Zoomed window:
Bar = 5 um. Region (10, 20) to (30, 40) um. Cells in gray, sequential cells in the stronger gray; small squares are vias.
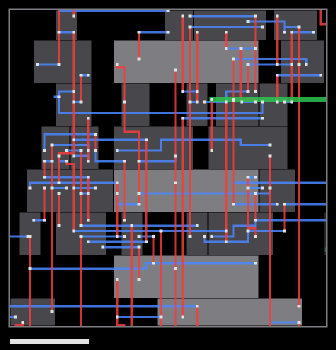
The clock network:
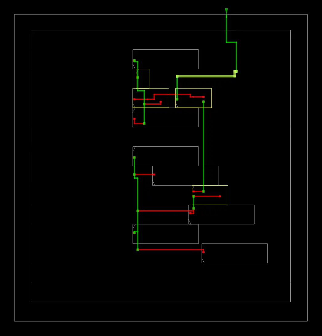
Wiring heat map:
8 x 9 tiles, from white (low) to dark blue (high), scaled to the fullest tile. Values are wire area over tile area, all layers added.
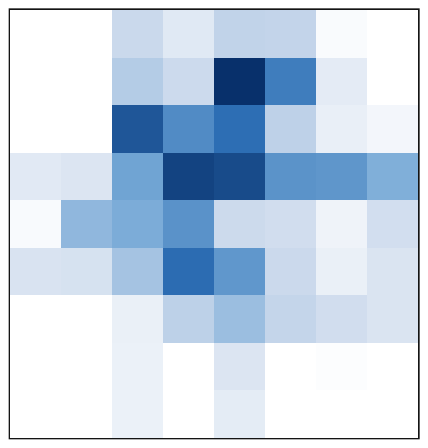
==> config.mk <==
export PLATFORM = sky130hd
export DESIGN_NAME = decoder_sel_gen
export DESIGN_NICKNAME = d
export VERILOG_FILES = /design/src/rtl/decoder_sel_gen.sv
export SDC_FILE = /design/constraint.sdc
export NUM_CORES = 1
export LEC_CHECK = 0
export CORE_AREA = 2 2 39 41
export CTS_BUF_LIST = sky130_fd_sc_hd__clkbuf_8
export DETAILED_ROUTE_END_ITERATION = 6
export DIE_AREA = 0 0 41 43
export GPL_TIMING_DRIVEN = 0
export PLACE_DENSITY = 0.6
export SLEW_MARGIN = 20
export SYNTH_ARGS = -nofsm -noshare
export SYNTH_HDL_FRONTEND = slang
export SYNTH_SLANG_ARGS = --single-unit
export TNS_END_PERCENT = 1
==> constraint.sdc <==
create_clock -name clk -period 2.8 [get_ports clk]
set_input_delay 0.42 -clock clk [delete_from_list [all_inputs] [get_ports clk]]
set_output_delay 0.42 -clock clk [all_outputs]
set_load 0.02 [all_outputs]
==> run summary <==
Outcome -> finished clean
Fin util -> 38.9%
WS Path Type -> input port to flop
Switching part of the total -> 24.8%
Top area cell types -> dfrtp_1 47%, a21oi_1 6.7%, a2111oi_2 4.0%
Top logic family -> simple AND/OR/NAND/NOR gates
Top layer in use -> met3
TNS Setup -> 0 ns
Slew margin rel. -> 71.7%
Worst Tran Pin Value -> 0.424 ns
Fill count -> 158
Met2 wire length -> 362 um
H-tree depth -> 1
P&R area growth vs syn -> 44.8%
Leakage -> 0.000227 uW
Post-Syn Area -> 372 sq um
Combinational power share -> 17.5%
CP delay by family, top -> simple AND/OR/NAND/NOR gates
Post-Synth AOI/OAI Area -> 13.1%
Sequential group power -> 116 uW
PortBufs -> 10
Initial antenna violation count -> 0
Clock power frac -> 45.1%
Design area -> 538 sq um
Biggest consumer -> the clock network
Logic share of the area -> 33.7%
Combinational gates -> 27
Met3 wire len -> 45 um
Worst vdd ir -> 0.214 mV
Buffering overhead -> 19.3%
Maxcap violations -> 0
Final worst slack -> 1.01 ns
Top cells excl fill/tap -> 10 x clkdlybuf4s50_1, 7 x dfrtp_1, 5 x a21oi_1
Gpl congestion -> 0.689
TritonCTS Buffers -> 3
Seq/Total Area, Yosys -> 47.1%
Syn. warnings -> 0
Final Hold Fails -> 0
Fin cells -> 68
Back to the opening pictures, 'zoomed window':
green -> metal 3
red -> metal 2
blue -> metal 1
sequential cells in the window = 4
cells with their middle in the window = 27
most frequent = dfrtp_1 (4), a21oi_1 (3)

Back to the opening pictures, 'the clock network':
Setup Skew: 0.00574 ns
Late-Pin Clk Latency: 0.23 ns
Clk. pwr: 140 uW

Back to the opening pictures, 'wiring heat map':
densest ninth of the die = center
tiles over half the peak = 18%
nearly empty tiles = 31%
final wirelength: 763 um
detailed-route wire length per cell: 11.2 um
routed vias: 319
GR Util All Layers: 11.0%

Power is estimated from default activity; no workload was simulated.
